### Supply network

Drawn at 3 px/um. Pins as bars on the die edge. Tap cells in gray.
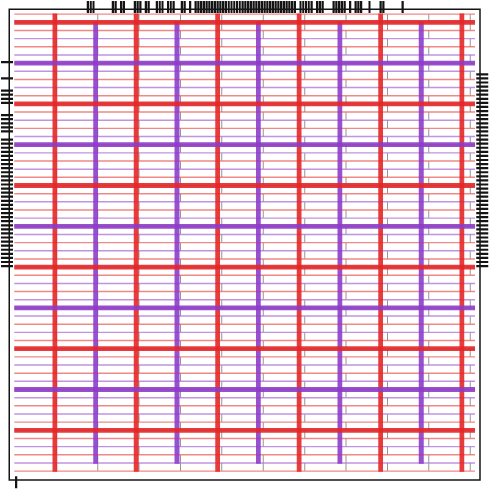
### Track usage over the die

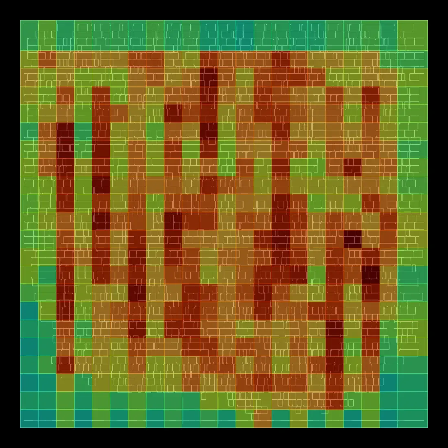
### Signal wires by layer

Drawn at 3 px/um.
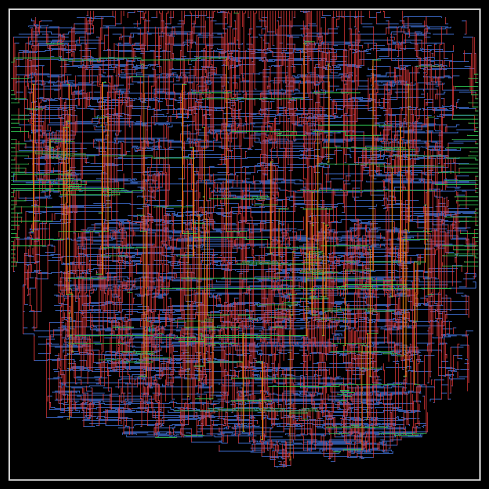
### src/rtl/mips_pkg.sv
// Shared MIPS definitions for the multiply/divide unit: operation codes,
// control states and the architectural word width.
package mips_pkg;
    localparam int XLEN = 32;

    typedef enum logic [1:0] {
        MD_MULTU = 2'b00,
        MD_MULT  = 2'b01,
        MD_DIVU  = 2'b10,
        MD_DIV   = 2'b11
    } md_op_e;

    typedef enum logic [1:0] {
        IDLE = 2'd0,
        RUN  = 2'd1,
        FIX  = 2'd2
    } md_state_e;
endpackage

### src/rtl/muldiv_unit_if.sv
// Request/result bundle between the MIPS datapath (master) and the multiply/divide unit (slave).
interface muldiv_unit_if;
    import mips_pkg::*;

    logic            start;
    logic [1:0]      op;
    logic [XLEN-1:0] DataA;
    logic [XLEN-1:0] DataB;
    logic            hi_we;
    logic            lo_we;
    logic [XLEN-1:0] wdata;
    logic            rd_req;
    logic [XLEN-1:0] hi;
    logic [XLEN-1:0] lo;
    logic            busy;
    logic            done;
    logic            hazard_hz;

    modport master (
        output start, op, DataA, DataB, hi_we, lo_we, wdata, rd_req,
        input  hi, lo, busy, done, hazard_hz
    );

    modport slave (
        input  start, op, DataA, DataB, hi_we, lo_we, wdata, rd_req,
        output hi, lo, busy, done, hazard_hz
    );
endinterface

### src/rtl/muldiv_datapath.sv
// Shift-add multiply / restoring divide on operand magnitudes, with the
// final sign correction applied combinationally to the accumulator.
module muldiv_datapath #(
    parameter int XLEN = 32
) (
    input  logic            clk,
    input  logic            load,
    input  logic            step,
    input  logic            is_div,
    input  logic            is_signed,
    input  logic [XLEN-1:0] a,
    input  logic [XLEN-1:0] b,
    output logic [XLEN-1:0] res_hi,
    output logic [XLEN-1:0] res_lo
);
    function automatic logic [XLEN-1:0] mag(input logic [XLEN-1:0] v, input logic sgn);
        return (sgn && v[XLEN-1]) ? (~v + 1'b1) : v;
    endfunction

    function automatic logic [2*XLEN-1:0] neg_wide(input logic [2*XLEN-1:0] v);
        return ~v + 1'b1;
    endfunction

    // acc holds {partial product, multiplier} or {remainder, dividend/quotient}
    logic [2*XLEN-1:0] acc;
    logic [XLEN-1:0]   m;
    logic              div_r;
    logic              neg_q;
    logic              neg_r;
    logic              div_zero;

    logic [XLEN:0]     mul_sum;
    logic [XLEN:0]     div_shift;
    logic [XLEN-1:0]   div_diff;
    logic              div_ge;
    logic [2*XLEN-1:0] acc_next;
    logic [2*XLEN-1:0] prod;
    logic [XLEN-1:0]   quo;
    logic [XLEN-1:0]   rem;

    always_comb begin
        mul_sum   = {1'b0, acc[2*XLEN-1:XLEN]} + (acc[0] ? {1'b0, m} : '0);
        div_shift = acc[2*XLEN-1:XLEN-1];
        div_ge    = div_shift >= {1'b0, m};
        div_diff  = div_shift[XLEN-1:0] - m;
        if (div_r) begin
            acc_next = {(div_ge ? div_diff : div_shift[XLEN-1:0]), acc[XLEN-2:0], div_ge};
        end else begin
            acc_next = {mul_sum, acc[XLEN-1:1]};
        end
    end

    // Divide-by-zero leaves the all-ones quotient untouched; the remainder
    // still regains the dividend's sign, which reproduces DataA exactly.
    always_comb begin
        prod   = neg_q ? neg_wide(acc) : acc;
        quo    = (neg_q && !div_zero) ? (~acc[XLEN-1:0] + 1'b1) : acc[XLEN-1:0];
        rem    = neg_r ? (~acc[2*XLEN-1:XLEN] + 1'b1) : acc[2*XLEN-1:XLEN];
        res_hi = div_r ? rem : prod[2*XLEN-1:XLEN];
        res_lo = div_r ? quo : prod[XLEN-1:0];
    end

    always_ff @(posedge clk) begin
        if (load) begin
            acc      <= {{XLEN{1'b0}}, (is_div ? mag(a, is_signed) : mag(b, is_signed))};
            m        <= is_div ? mag(b, is_signed) : mag(a, is_signed);
            div_r    <= is_div;
            neg_q    <= is_signed & (a[XLEN-1] ^ b[XLEN-1]);
            neg_r    <= is_signed & a[XLEN-1];
            div_zero <= (b == '0);
        end else if (step) begin
            acc <= acc_next;
        end
    end
endmodule

### src/rtl/muldiv_unit.sv
// Iterative MULT/MULTU/DIV/DIVU unit with HI/LO registers and the hazard_hz stall line.
// Signed correction for MULT/DIV is built only when MULDIV_SIGNED_EN is defined.
module muldiv_unit #(
    parameter int XLEN  = 32,
    parameter int CNT_W = 5
) (
    input logic          clk,
    input logic          reset,
    muldiv_unit_if.slave bus
);
    import mips_pkg::*;

    localparam logic [CNT_W-1:0] LAST = CNT_W'(XLEN - 1);

    md_state_e        state_q;
    md_state_e        state_d;
    logic [CNT_W-1:0] cnt_q;
    logic [XLEN-1:0]  hi_q;
    logic [XLEN-1:0]  lo_q;
    logic [XLEN-1:0]  res_hi;
    logic [XLEN-1:0]  res_lo;
    logic             done_q;
    logic             load;
    logic             step;
    logic             is_div;
    logic             is_signed;
    logic             busy;
    md_op_e           op_in;

    assign op_in  = md_op_e'(bus.op);
    assign is_div = (op_in == MD_DIVU) || (op_in == MD_DIV);
`ifdef MULDIV_SIGNED_EN
    assign is_signed = (op_in == MD_MULT) || (op_in == MD_DIV);
`else
    assign is_signed = 1'b0;
`endif

    always_comb begin
        state_d = state_q;
        load    = 1'b0;
        step    = 1'b0;
        case (state_q)
            IDLE: begin
                if (bus.start) begin
                    load    = 1'b1;
                    state_d = RUN;
                end
            end
            RUN: begin
                step = 1'b1;
                if (cnt_q == LAST) state_d = FIX;
            end
            FIX:     state_d = IDLE;
            default: state_d = IDLE;
        endcase
    end

    // MTHI/MTLO land only in IDLE; a same-cycle start is overwritten later by FIX
    always_ff @(posedge clk) begin
        if (reset) begin
            state_q <= IDLE;
            cnt_q   <= '0;
            hi_q    <= '0;
            lo_q    <= '0;
            done_q  <= 1'b0;
        end else begin
            state_q <= state_d;
            done_q  <= (state_q == FIX);
            cnt_q   <= step ? cnt_q + CNT_W'(1) : '0;
            if (state_q == FIX) begin
                hi_q <= res_hi;
                lo_q <= res_lo;
            end else if (state_q == IDLE) begin
                if (bus.hi_we) hi_q <= bus.wdata;
                if (bus.lo_we) lo_q <= bus.wdata;
            end
        end
    end

    muldiv_datapath #(
        .XLEN(XLEN)
    ) u_datapath (
        .clk       (clk),
        .load      (load),
        .step      (step),
        .is_div    (is_div),
        .is_signed (is_signed),
        .a         (bus.DataA),
        .b         (bus.DataB),
        .res_hi    (res_hi),
        .res_lo    (res_lo)
    );

    assign busy          = (state_q != IDLE);
    assign bus.busy      = busy;
    assign bus.done      = done_q;
    assign bus.hi        = hi_q;
    assign bus.lo        = lo_q;
    assign bus.hazard_hz = busy & (bus.start | bus.rd_req | bus.hi_we | bus.lo_we);
endmodule

### src/flat_wrapper.sv
// flat-port wrapper written by rule: the top's interface ports become plain ports
module muldiv_unit_flat import mips_pkg::*;
#(
    parameter int XLEN  = 32,
    parameter int CNT_W = 5
)
  (clk, reset, bus_start, bus_op, bus_DataA, bus_DataB, bus_hi_we, bus_lo_we, bus_wdata, bus_rd_req, bus_hi, bus_lo, bus_busy, bus_done, bus_hazard_hz);
  muldiv_unit_if bus_i ();
  input logic clk;
  input logic reset;
  input wire logic [$bits(bus_i.start)-1:0] bus_start;
  input wire logic [$bits(bus_i.op)-1:0] bus_op;
  input wire logic [$bits(bus_i.DataA)-1:0] bus_DataA;
  input wire logic [$bits(bus_i.DataB)-1:0] bus_DataB;
  input wire logic [$bits(bus_i.hi_we)-1:0] bus_hi_we;
  input wire logic [$bits(bus_i.lo_we)-1:0] bus_lo_we;
  input wire logic [$bits(bus_i.wdata)-1:0] bus_wdata;
  input wire logic [$bits(bus_i.rd_req)-1:0] bus_rd_req;
  output wire logic [$bits(bus_i.hi)-1:0] bus_hi;
  output wire logic [$bits(bus_i.lo)-1:0] bus_lo;
  output wire logic [$bits(bus_i.busy)-1:0] bus_busy;
  output wire logic [$bits(bus_i.done)-1:0] bus_done;
  output wire logic [$bits(bus_i.hazard_hz)-1:0] bus_hazard_hz;
  assign bus_i.start = bus_start;
  assign bus_i.op = bus_op;
  assign bus_i.DataA = bus_DataA;
  assign bus_i.DataB = bus_DataB;
  assign bus_i.hi_we = bus_hi_we;
  assign bus_i.lo_we = bus_lo_we;
  assign bus_i.wdata = bus_wdata;
  assign bus_i.rd_req = bus_rd_req;
  assign bus_hi = bus_i.hi;
  assign bus_lo = bus_i.lo;
  assign bus_busy = bus_i.busy;
  assign bus_done = bus_i.done;
  assign bus_hazard_hz = bus_i.hazard_hz;
  muldiv_unit #(.XLEN(XLEN), .CNT_W(CNT_W)) u_core (.clk(clk), .reset(reset), .bus(bus_i));
endmodule
### config.mk
export PLATFORM = sky130hd
export DESIGN_NAME = muldiv_unit_flat
export DESIGN_NICKNAME = d
export VERILOG_FILES = /design/src/rtl/mips_pkg.sv /design/src/rtl/muldiv_unit_if.sv /design/src/rtl/muldiv_datapath.sv /design/src/rtl/muldiv_unit.sv /design/src/flat_wrapper.sv
export SDC_FILE = /design/constraint.sdc
export NUM_CORES = 1
export LEC_CHECK = 0
export CAP_MARGIN = 25
export CORE_MARGIN = 1
export CORE_UTILIZATION = 50
export CTS_BUF_LIST = sky130_fd_sc_hd__clkbuf_16
export CTS_CLUSTER_DIAMETER = 80
export DETAILED_ROUTE_END_ITERATION = 16
export PLACE_DENSITY = 0.74
export SYNTH_ARGS = -nofsm -noshare
export SYNTH_HDL_FRONTEND = slang
export SYNTH_SLANG_ARGS = --single-unit
### constraint.sdc
create_clock -name clk -period 3.3 [get_ports clk]
set_input_delay 0.33 -clock clk [delete_from_list [all_inputs] [get_ports clk]]
set_output_delay 0.33 -clock clk [all_outputs]
set_load 0.01 [all_outputs]
==> GITHUB_STEP_SUMMARY <==
### Metrics collected by this job

| Metric | Value |
|---|---|
| DPL Wire Length | 29,170 um |
| Core box area | roughly 23,000 um2 |
| Post-CTS Setup Inserts | 0 |
| GR Util met3 | under 10% |
| Tcrit/Tclk final | 95.51% |
| GR peak layer | met2 |
| Worst Hold Class | in -> reg |
| Max Root-Sink Buffers | 2 |
| Vias in the first global route | around 11,000 |
| Cts hold-fix bufs | 0 |
| DR vias/cell | 6.080 |
| Clk slew on worst S/H paths | 0.08 ns |
| Worst reg-to-reg setup slack | about 0.15 ns |
| Fraction of registers with async set/reset | 0% |
| Final Cell Area | ~15,000 um2 |
| CTS resizes | 0 |
| Global-route wire length before repair | between 50,000 and 60,000 um |
| Antenna violations before repair | 0 |
| Top cells by area | dfxtp_1, edfxtp_1, ha_1 |
| Worst EP required | ~3.7 ns |
| Max-cap violations | 0 |
| Syn_area_per_cell | about 8.5 um2 |
| Yosys top cell by instances | nand2_1 |
| Slowest-stage cell, CP | a311o_1 |
| Die area | between 20,000 and 25,000 um2 |
| CP arrival | around 3.5 ns |
| RSZ-0062 raised after global routing | yes |
| DRC Markers | 0 |
| Diode count | 0 |
| Io pins | 171 |
| Worst Reg-to-Reg Cells | 11 |
| CP max stage delay | about 0.47 ns |
| Top cells by count | nand2_1, a21oi_1, nor2_1 |
| CTS Buf Count | 17 |
| Min cycle time layout | 3.152 ns |
| Status | complete, no violations |
| Area leader, netlist | dfxtp_1 |
| Clk root buf | clkbuf_16 |
## Picture notes: 'Supply network'
| net | color |
|---|---|
| VDD | purple |
| VSS | red |
met4 straps: 11
rows: 56

## Picture notes: 'Track usage over the die'
met2 Usage GRT: 53.59%
DR WL/cell: 20.20 um
All-Layer GR Usage: 31.30%
M1 GR Usage: 37.76%

## Picture notes: 'Signal wires by layer'
| layer | color | wire length |
|---|---|---|
| M4 | orange | 1,910 um |
| M3 | green | 2,290 um |
| M1 | blue | 15,800 um |
| M2 | red | 18,500 um |

[power breakdown]
part	leakage, nW	switching [mW]	internal, mW	total (mW)
logic	4.15	1.93	1.46	3.39
registers	1.49	0.219	2.44	2.66
clock network	0.289	1.01	1.01	2.02
[stage by stage]
step	setup WS (ns)	instances	TNS, ns	power (mW)	utilization, %
detailed placement	0.1326	1875	0	6.002	60.93
finish	0.1482	1907	0	8.068	63.55
global placement	0.1677	1875	0	5.964	60.93
global route	-0.05558	1907	-0.1370	8.466	63.55
CTS	0.08852	1907	0	8.001	63.39
floorplan	0.3430	1401	0	4.775	-
[final cells by class]
class                           instances  area (um2)
Multi-Input combinational cell       1085        7348
Tap cell                              319       399.1
Fill cell                            2109        8531
Clock buffer                           17       425.4
Timing Repair Buffer                  250        2317
Sequential cell                       169        4034
Clock inverter                         15       151.4
Inverter                               52       196.4
[layout by cell type (no fill, tap or decap), types with 5 or more instances in the layout]
cell and instances:
o21ai_0 65, mux2_2 34, nor2_1 116, a21o_1 29, o21bai_1 6, o211ai_1 14, o21a_1 7, clkdlybuf4s50_1 167
inv_1 51, nand4_1 13, a221oi_1 13, nand2b_1 7, o31ai_1 8, ha_1 65, xor2_1 18, a21oi_2 6
or3_1 6, inv_8 5, nor2b_1 36, clkbuf_16 17, a211o_1 5, a21oi_1 120, a211oi_1 39, nor4_1 7
nand3_1 27, a31oi_1 13, and3_1 5, edfxtp_1 65, and2_1 40, nor3_1 17, mux2i_1 36, a311oi_1 67
buf_4 80, nand2_1 153, dfxtp_1 104, xnor2_1 31
[worst max-delay path, delay by kind of cell (launching register included)]
kind	cells	cell delay (ns)
DFF	1	0.40
AOI/OAI and AO/OA	7	1.62
buffers and inverters	2	0.32
and+or+nand+nor	1	0.38
adders and majority gates	1	0.37
[registers in the layout, indices dropped and copies added (netlist names)]
name and count:
u_core.bus.done 1, u_core.cnt_q 5, u_core.state_q 2, u_core.bus.hi 32, u_core.bus.lo 32, u_core.u_datapath.m 32
u_core.u_datapath.acc 64, u_core.u_datapath.div_r 1
[how the worst max path moves through the flow]
| stage | startpoint | endpoint | slack (ns) | cells after the start |
|---|---|---|---|---|
| 6_report | u_core.u_datapath.m[8] | u_core.u_datapath.acc[50] | 0.15 | 11 |
| 5_1_grt | u_core.u_datapath.acc[0] | u_core.u_datapath.acc[43] | -0.06 | 11 |
| 4_1_cts | u_core.u_datapath.acc[0] | u_core.u_datapath.acc[60] | 0.09 | 12 |
| 3_5_place_dp | u_core.u_datapath.acc[0] | u_core.u_datapath.acc[60] | 0.13 | 12 |
| 3_3_place_gp | u_core.u_datapath.acc[0] | u_core.u_datapath.acc[59] | 0.17 | 11 |
| 2_1_floorplan | u_core.u_datapath.acc[0] | u_core.u_datapath.acc[47] | 0.34 | 12 |
[metal layers]
metal / wire, um / share of wire (%) / vias to the layer above
li1: - / - / 5558
met1: 15820 / 41 / 5491
met2: 18490 / 48 / 439
met3: 2294 / 6.0 / 107
met4: 1912 / 5.0 / 0
met5: 0 / 0 / -
[cells by family after synthesis]
family,Yosys count,share of synthesized area (%)
fa+ha+maj,68,7.262
simple gates,454,18.10
flops,169,33.83
mux,70,6.234
xor+xnor,49,3.600
compound gates,444,25.92
buf+inv,147,5.048
Power is estimated from default activity; no workload was simulated.
